Fig. 1: port wiring
Drawn at 3 px/µm.
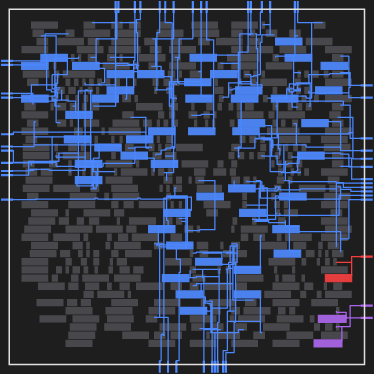
Fig. 2: M2 wires
Drawn at 3 px/µm. Cells faint in the background.
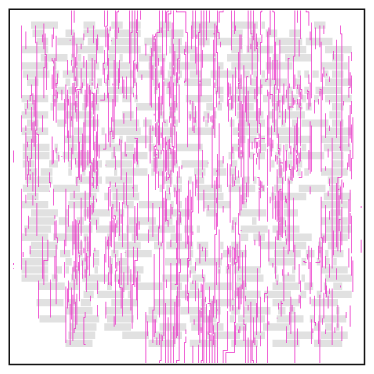
Fig. 3: zoomed window
Window x 78 to 98, y 78 to 98 µm. Cells in grey, sequential cells in the stronger grey; small squares are vias.
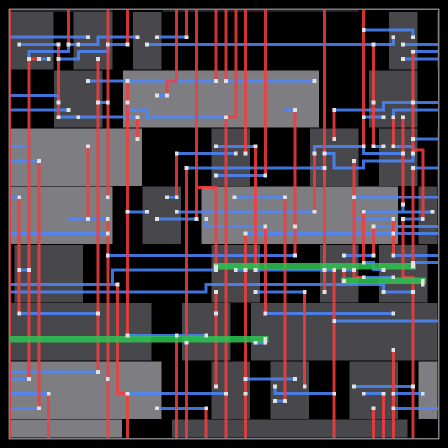
Fig. 4: metal layers overlaid
Drawn at 4 px/µm. Only two layers are drawn.
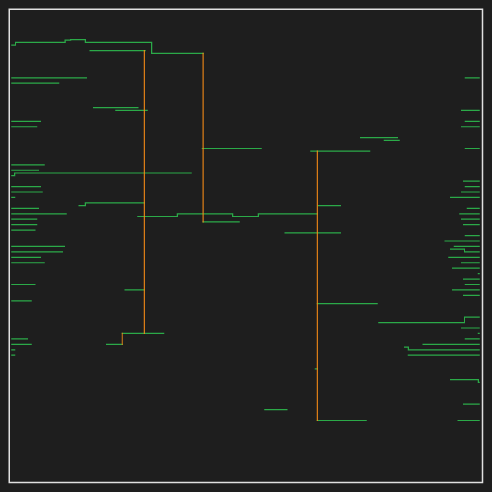
**src/rtl/turfio_sync_count_multi_if.sv**
```systemverilog
`default_nettype none
// ============================================================================
// Module   : turfio_sync_count_multi_if
// Brief    : Request, configuration and status bundle for the sync/counter block.
// Revision : 1.0 - initial release
// ============================================================================
interface turfio_sync_count_multi_if #(
  parameter int NSYNC        = 2,
  parameter int PHASE_BITS   = 4,
  parameter int COUNT_WIDTH  = 48,
  parameter int OFFSET_WIDTH = 8,
  parameter int DELAY_BITS   = 5
);
  logic                    sync_req_i;
  logic [DELAY_BITS-1:0]   sync_delay_i;
  logic [OFFSET_WIDTH-1:0] clock_offset_i;
  logic [NSYNC-1:0]        en_ext_sync_i;
  logic                    capture_i;
  logic [COUNT_WIDTH-1:0]  sysclk_count_o;
  logic [PHASE_BITS-1:0]   phase_o;
  logic                    sync_o;
  logic [COUNT_WIDTH-1:0]  capture_count_o;
  logic                    capture_valid_o;
  logic [NSYNC-1:0]        sync_armed_o;
  logic                    dbg_surf_clk_o;
  logic [NSYNC-1:0]        SYNC;

  modport master (
    output sync_req_i, sync_delay_i, clock_offset_i, en_ext_sync_i, capture_i,
    input  sysclk_count_o, phase_o, sync_o, capture_count_o, capture_valid_o,
    input  sync_armed_o, dbg_surf_clk_o, SYNC
  );

  modport slave (
    input  sync_req_i, sync_delay_i, clock_offset_i, en_ext_sync_i, capture_i,
    output sysclk_count_o, phase_o, sync_o, capture_count_o, capture_valid_o,
    output sync_armed_o, dbg_surf_clk_o, SYNC
  );
endinterface
`default_nettype wire

```
**src/rtl/turfio_sync_count_multi.sv**
```systemverilog
`default_nettype none
// ============================================================================
// Module   : turfio_sync_count_multi
// Brief    : Delayed sync realignment of phase/SYSCLK counters, one-shot SYNC
//            outputs per channel, timestamp capture and SURF clock mimic.
// Revision : 1.0 - initial release
// ============================================================================
module turfio_sync_count_multi #(
  parameter int NSYNC        = 2,
  parameter int PHASE_BITS   = 4,
  parameter int COUNT_WIDTH  = 48,
  parameter int OFFSET_WIDTH = 8,
  parameter int DELAY_BITS   = 5,
  parameter int RAISE_PHASE  = 11
) (
  input  wire logic                sysclk_i,
  input  wire logic                rst_i,
  turfio_sync_count_multi_if.slave bus
);

  localparam int                    c_period      = 2 ** PHASE_BITS;
  localparam int                    c_depth       = 2 ** DELAY_BITS;
  localparam logic [PHASE_BITS-1:0] c_raise_setup = PHASE_BITS'(RAISE_PHASE - 2);
  localparam logic [PHASE_BITS-1:0] c_phase_last  = PHASE_BITS'(c_period - 1);
  localparam logic [PHASE_BITS-1:0] c_phase_half  = PHASE_BITS'(c_period / 2 - 1);

  // configuration and enable resynchronisation
  logic [DELAY_BITS-1:0]   r_sync_delay;
  logic [OFFSET_WIDTH-1:0] r_clock_offset;
  logic [NSYNC-1:0]        r_en_meta;
  logic [NSYNC-1:0]        r_en_s;

  // request delay line
  logic [c_depth-1:0]      r_dly;
  logic                    w_do_sync;

  // counters
  logic [PHASE_BITS:0]     r_phase_cnt;
  logic [PHASE_BITS:0]     w_phase_cnt_nxt;
  logic [PHASE_BITS-1:0]   w_phase;
  logic [COUNT_WIDTH-1:0]  r_count;
  logic [COUNT_WIDTH-1:0]  w_count_nxt;

  // SYNC channels
  logic [NSYNC-1:0]        r_done;
  logic [NSYNC-1:0]        w_done_nxt;
  (* IOB = "TRUE" *)
  logic [NSYNC-1:0]        r_sync;
  logic [NSYNC-1:0]        w_sync_nxt;
  logic                    r_raise;
  logic                    w_raise_nxt;

  // capture and SURF mimic
  logic [COUNT_WIDTH-1:0]  r_cap_count;
  logic [COUNT_WIDTH-1:0]  w_cap_count_nxt;
  logic                    r_cap_valid;
  logic                    r_surf;
  logic                    w_surf_nxt;

  assign w_phase   = r_phase_cnt[PHASE_BITS-1:0];
  assign w_do_sync = r_dly[r_sync_delay];

  always_ff @(posedge sysclk_i or posedge rst_i) begin
    if (rst_i) begin
      r_sync_delay   <= '0;
      r_clock_offset <= '0;
      r_en_meta      <= '0;
      r_en_s         <= '0;
      r_dly          <= '0;
    end else begin
      r_sync_delay   <= bus.sync_delay_i;
      r_clock_offset <= bus.clock_offset_i;
      r_en_meta      <= bus.en_ext_sync_i;
      r_en_s         <= r_en_meta;
      r_dly          <= {r_dly[c_depth-2:0], bus.sync_req_i};
    end
  end

  // A load clears the wrap bit, so sync_o only follows natural wraps.
  always_comb begin
    w_phase_cnt_nxt = {1'b0, w_phase} + (PHASE_BITS + 1)'(1);
    w_count_nxt     = r_count + COUNT_WIDTH'(1);
    if (w_do_sync) begin
      w_phase_cnt_nxt = '0;
      w_count_nxt     = COUNT_WIDTH'(r_clock_offset);
    end
  end

  always_comb begin
    w_raise_nxt     = (w_phase == c_raise_setup) && !w_do_sync;
    w_cap_count_nxt = bus.capture_i ? r_count : r_cap_count;
    w_surf_nxt      = r_surf;
    if (w_phase == c_phase_last) begin
      w_surf_nxt = 1'b1;
    end else if (w_phase == c_phase_half) begin
      w_surf_nxt = 1'b0;
    end
  end

  // Lowering wins over the pending raise; done only holds while enabled.
  for (genvar k = 0; k < NSYNC; k++) begin : g_channel
    logic w_lower;
    assign w_lower       = w_do_sync && r_en_s[k] && !r_done[k];
    assign w_sync_nxt[k] = w_lower ? 1'b0 : (r_raise ? 1'b1 : r_sync[k]);
    assign w_done_nxt[k] = r_en_s[k] && (w_do_sync || r_done[k]);
  end

  always_ff @(posedge sysclk_i or posedge rst_i) begin
    if (rst_i) begin
      r_phase_cnt <= '0;
      r_count     <= '0;
      r_done      <= '0;
      r_sync      <= '1;
      r_raise     <= 1'b0;
      r_cap_count <= '0;
      r_cap_valid <= 1'b0;
      r_surf      <= 1'b0;
    end else begin
      r_phase_cnt <= w_phase_cnt_nxt;
      r_count     <= w_count_nxt;
      r_done      <= w_done_nxt;
      r_sync      <= w_sync_nxt;
      r_raise     <= w_raise_nxt;
      r_cap_count <= w_cap_count_nxt;
      r_cap_valid <= bus.capture_i;
      r_surf      <= w_surf_nxt;
    end
  end

  assign bus.sysclk_count_o  = r_count;
  assign bus.phase_o         = w_phase;
  assign bus.sync_o          = r_phase_cnt[PHASE_BITS];
  assign bus.capture_count_o = r_cap_count;
  assign bus.capture_valid_o = r_cap_valid;
  assign bus.sync_armed_o    = r_en_s & ~r_done;
  assign bus.dbg_surf_clk_o  = r_surf;
  assign bus.SYNC            = r_sync;

endmodule
`default_nettype wire

```
**src/flat_wrapper.sv**
```systemverilog
// flat-port wrapper written by rule: the top's interface ports become plain ports
module turfio_sync_count_multi_flat 
#(
  parameter int NSYNC        = 2,
  parameter int PHASE_BITS   = 4,
  parameter int COUNT_WIDTH  = 48,
  parameter int OFFSET_WIDTH = 8,
  parameter int DELAY_BITS   = 5,
  parameter int RAISE_PHASE  = 11
)
  (sysclk_i, rst_i, bus_sync_req_i, bus_sync_delay_i, bus_clock_offset_i, bus_en_ext_sync_i, bus_capture_i, bus_sysclk_count_o, bus_phase_o, bus_sync_o, bus_capture_count_o, bus_capture_valid_o, bus_sync_armed_o, bus_dbg_surf_clk_o, bus_SYNC);
  turfio_sync_count_multi_if #(.NSYNC(NSYNC), .PHASE_BITS(PHASE_BITS), .COUNT_WIDTH(COUNT_WIDTH), .OFFSET_WIDTH(OFFSET_WIDTH), .DELAY_BITS(DELAY_BITS)) bus_i ();
  input  wire logic sysclk_i;
  input  wire logic rst_i;
  input wire logic [$bits(bus_i.sync_req_i)-1:0] bus_sync_req_i;
  input wire logic [$bits(bus_i.sync_delay_i)-1:0] bus_sync_delay_i;
  input wire logic [$bits(bus_i.clock_offset_i)-1:0] bus_clock_offset_i;
  input wire logic [$bits(bus_i.en_ext_sync_i)-1:0] bus_en_ext_sync_i;
  input wire logic [$bits(bus_i.capture_i)-1:0] bus_capture_i;
  output wire logic [$bits(bus_i.sysclk_count_o)-1:0] bus_sysclk_count_o;
  output wire logic [$bits(bus_i.phase_o)-1:0] bus_phase_o;
  output wire logic [$bits(bus_i.sync_o)-1:0] bus_sync_o;
  output wire logic [$bits(bus_i.capture_count_o)-1:0] bus_capture_count_o;
  output wire logic [$bits(bus_i.capture_valid_o)-1:0] bus_capture_valid_o;
  output wire logic [$bits(bus_i.sync_armed_o)-1:0] bus_sync_armed_o;
  output wire logic [$bits(bus_i.dbg_surf_clk_o)-1:0] bus_dbg_surf_clk_o;
  output wire logic [$bits(bus_i.SYNC)-1:0] bus_SYNC;
  assign bus_i.sync_req_i = bus_sync_req_i;
  assign bus_i.sync_delay_i = bus_sync_delay_i;
  assign bus_i.clock_offset_i = bus_clock_offset_i;
  assign bus_i.en_ext_sync_i = bus_en_ext_sync_i;
  assign bus_i.capture_i = bus_capture_i;
  assign bus_sysclk_count_o = bus_i.sysclk_count_o;
  assign bus_phase_o = bus_i.phase_o;
  assign bus_sync_o = bus_i.sync_o;
  assign bus_capture_count_o = bus_i.capture_count_o;
  assign bus_capture_valid_o = bus_i.capture_valid_o;
  assign bus_sync_armed_o = bus_i.sync_armed_o;
  assign bus_dbg_surf_clk_o = bus_i.dbg_surf_clk_o;
  assign bus_SYNC = bus_i.SYNC;
  turfio_sync_count_multi #(.NSYNC(NSYNC), .PHASE_BITS(PHASE_BITS), .COUNT_WIDTH(COUNT_WIDTH), .OFFSET_WIDTH(OFFSET_WIDTH), .DELAY_BITS(DELAY_BITS), .RAISE_PHASE(RAISE_PHASE)) u_core (.sysclk_i(sysclk_i), .rst_i(rst_i), .bus(bus_i));
endmodule
```
**config.mk**
```make
export PLATFORM = sky130hd
export DESIGN_NAME = turfio_sync_count_multi_flat
export DESIGN_NICKNAME = d
export VERILOG_FILES = /design/src/rtl/turfio_sync_count_multi_if.sv /design/src/rtl/turfio_sync_count_multi.sv /design/src/flat_wrapper.sv
export SDC_FILE = /design/constraint.sdc
export NUM_CORES = 1
export LEC_CHECK = 0
export CAP_MARGIN = 20
export CELL_PAD_IN_SITES_DETAIL_PLACEMENT = 1
export CELL_PAD_IN_SITES_GLOBAL_PLACEMENT = 1
export CORE_MARGIN = 3
export CORE_UTILIZATION = 50
export CTS_CLUSTER_SIZE = 10
export DETAILED_ROUTE_END_ITERATION = 16
export DONT_BUFFER_PORTS = 1
export PLACE_DENSITY_LB_ADDON = 0.1
export SYNTH_ARGS = -nofsm -noshare
export SYNTH_HDL_FRONTEND = slang
export SYNTH_SLANG_ARGS = --single-unit
```
**constraint.sdc**
```tcl
create_clock -name sysclk_i -period 6.23 [get_ports sysclk_i]
set_input_delay 1.5575 -clock sysclk_i [delete_from_list [all_inputs] [get_ports sysclk_i]]
set_output_delay 1.5575 -clock sysclk_i [all_outputs]
set_load 0.02 [all_outputs]
```
==> impl_metrics.ini <==
; synthesis and place-and-route metrics
[die]
fp.dieW_um = 118
io_pins = 126
dieHeight_um = 118
dieArea_mm2 = 0.0139

[power]
p_per_area_mw_per_mm2 = 366
p_total_uw = 2590
sw_frac_of_total_pct = 24.8
seq_power_share_pct = 48.2
p_leak_uw = 0.00309
clkPwrFrac_pct = 45.1
ir_worst_vdd_mv = 0.216

[finish]
lay_top_count = dfrtp_1
diodes = 0
drive_above_1_share_pct = 18.5
final_nets = 523
final_util_pct = 58.5
final_area_mm2 = 0.00708
instances_no_fill = 682
n_fill_cell = 1216

[detailed_routing]
drtIter0Drc = 218
via_per_inst = 5.62
first_pass_iters = 4
drc_errors = 0

[place]
port_buffers = 0
dp.cells = 649
postPlaceCellArea_mm2 = 0.00639
hpwl_um = 8910
gp_congestion = 0.756

[sta]
rsz0062_at_grt = no
setup_viol = 0
worst_slack_ns = 3.46
slew_violations = 0
period_used_pct = 44.5
post-route-min-period_ns = 2.77
fmax_ghz = 0.361

[logic_synthesis]
topCombFamilyByArea = simple AND/OR/NAND/NOR gates
ys_sh_xor_pct = 4.61
synth_seq_share_pct = 62.8
ys_area_mm2 = 0.00626
yosysTopAreaCellShare_pct = 61.9
async_flop_share_pct = 100
syn_nets = 519
synthTopCellsByCount = dfrtp_1, mux2_2, nor2_1, xnor2_1, nand2_1
avgSynthCellArea_um2 = 12.6
yosysMostFrequentCell = dfrtp_1
ys_seq_elements = 157
simple_gate_area_share_pct = 13.0
ys_types = 36
ys_sh_aoi_pct = 3.84
largest_area_cell = dfrtp_1

[clocking]
htree_levels = 4
clock-sinks = 157
clk_pin_slew_ns = 0.06
cts_setup_buffers = 0
cts_buffers = 17
clock_latency_ns = 0.42
cts-resized-gates = 0
cts_root_buf = clkbuf_16
cts_tree = yes
ctsHoldBuffers = 0

[flow_run]
max-cap-violations = 0
warning_count = 29

[grt]
grt_pass1_vias = 4189
grt_pass1_wl_um = 22600
grt-ovfl-total = 0
antenna_found_initial = 0

[critical_path]
worst_setup_path_start_kind = flop
crit_path_end = u_core.bus.sysclk_count_o[2]$_DFF_PP0_
cp.arrival_ns = 3.07
crit_start = u_core.r_sync_delay[1]$_DFF_PP0_
worstPathRequired_ns = 6.53
worst_path_max_delay_cell = dfrtp_1
worstSetupPathType = flop to flop
worst-path-buf-inv = 2
r2r-start = u_core.r_sync_delay[1]$_DFF_PP0_
crit_fanout = 35
end_kind = flop

[min_path]
worst_hold_startpoint = u_core.r_en_meta[0]$_DFF_PP0_
whs_endpoint = u_core.r_en_s[0]$_DFF_PP0_

[run_status]
outcome = finished clean
About Fig. 1:
blue -> bus_sysclk_count_o  # bits 48, direction output, edge 16 north, 12 east, 11 west, 9 south, end cells 48, buffers 0, wire 2970 µm
purple -> bus_SYNC  # bits 2, direction output, edge east, end cells 2, buffers 0, wire 31.8 µm
red -> bus_dbg_surf_clk_o  # bits 1, direction output, edge east, end cells 1, buffers 0, wire 14.8 µm

About Fig. 2:
nets with wire on the layer = 485
share of all routed wire = 53%
wire length on this layer = 7100 µm
longest straight run = 60.2 µm
met2 usage: 35.0%
drt total wl: 13400 µm
via count: 3835

About Fig. 3:
blue -> met1
green -> met3
red -> met2
sequential cells in the window = 5
netlist names of flops here include = u_core.bus.sysclk_count_o (4), u_core.bus.capture_count_o (1)
cells with their middle in the window = 26
most frequent = dfrtp_1 (5), or3_1 (4), o21ai_0 (4)

About Fig. 4:
orange -> met4  # wire length 183 µm
green -> met3  # wire length 711 µm
wire length per cell: 19.7 µm
GRT Resource Usage Total: 20.3%

==> power groups by stage <==
stage / Clock, µW / Sequential [µW] / Combinational [µW]
2_1_floorplan: 0 / 1230 / 154
3_3_place_gp: 0 / 1270 / 165
3_5_place_dp: 0 / 1270 / 175
4_1_cts: 1190 / 1250 / 176
5_1_grt: 1240 / 1260 / 197
6_report: 1170 / 1250 / 174
==> layout make-up <==
class                   instances  area (µm²)  area share (%)
clock buffers                  21         460            6.50
inverters                      15        61.3           0.866
clock inverters                11         214            3.02
well taps                     168         210            2.97
repair buffers                  3        30.0           0.424
multi-input cells             307        2170            30.7
flip-flops and latches        157        3930            55.5
==> routing by layer <==
layer | wire [µm] | GRT usage (%)
met1 | 5420 | 24.5
met2 | 7100 | 35.0
met3 | 710 | 6.25
met4 | 182 | 6.37
met5 | 0 | 0
Power figures rest on the tool's default switching activity, not on a simulated workload.
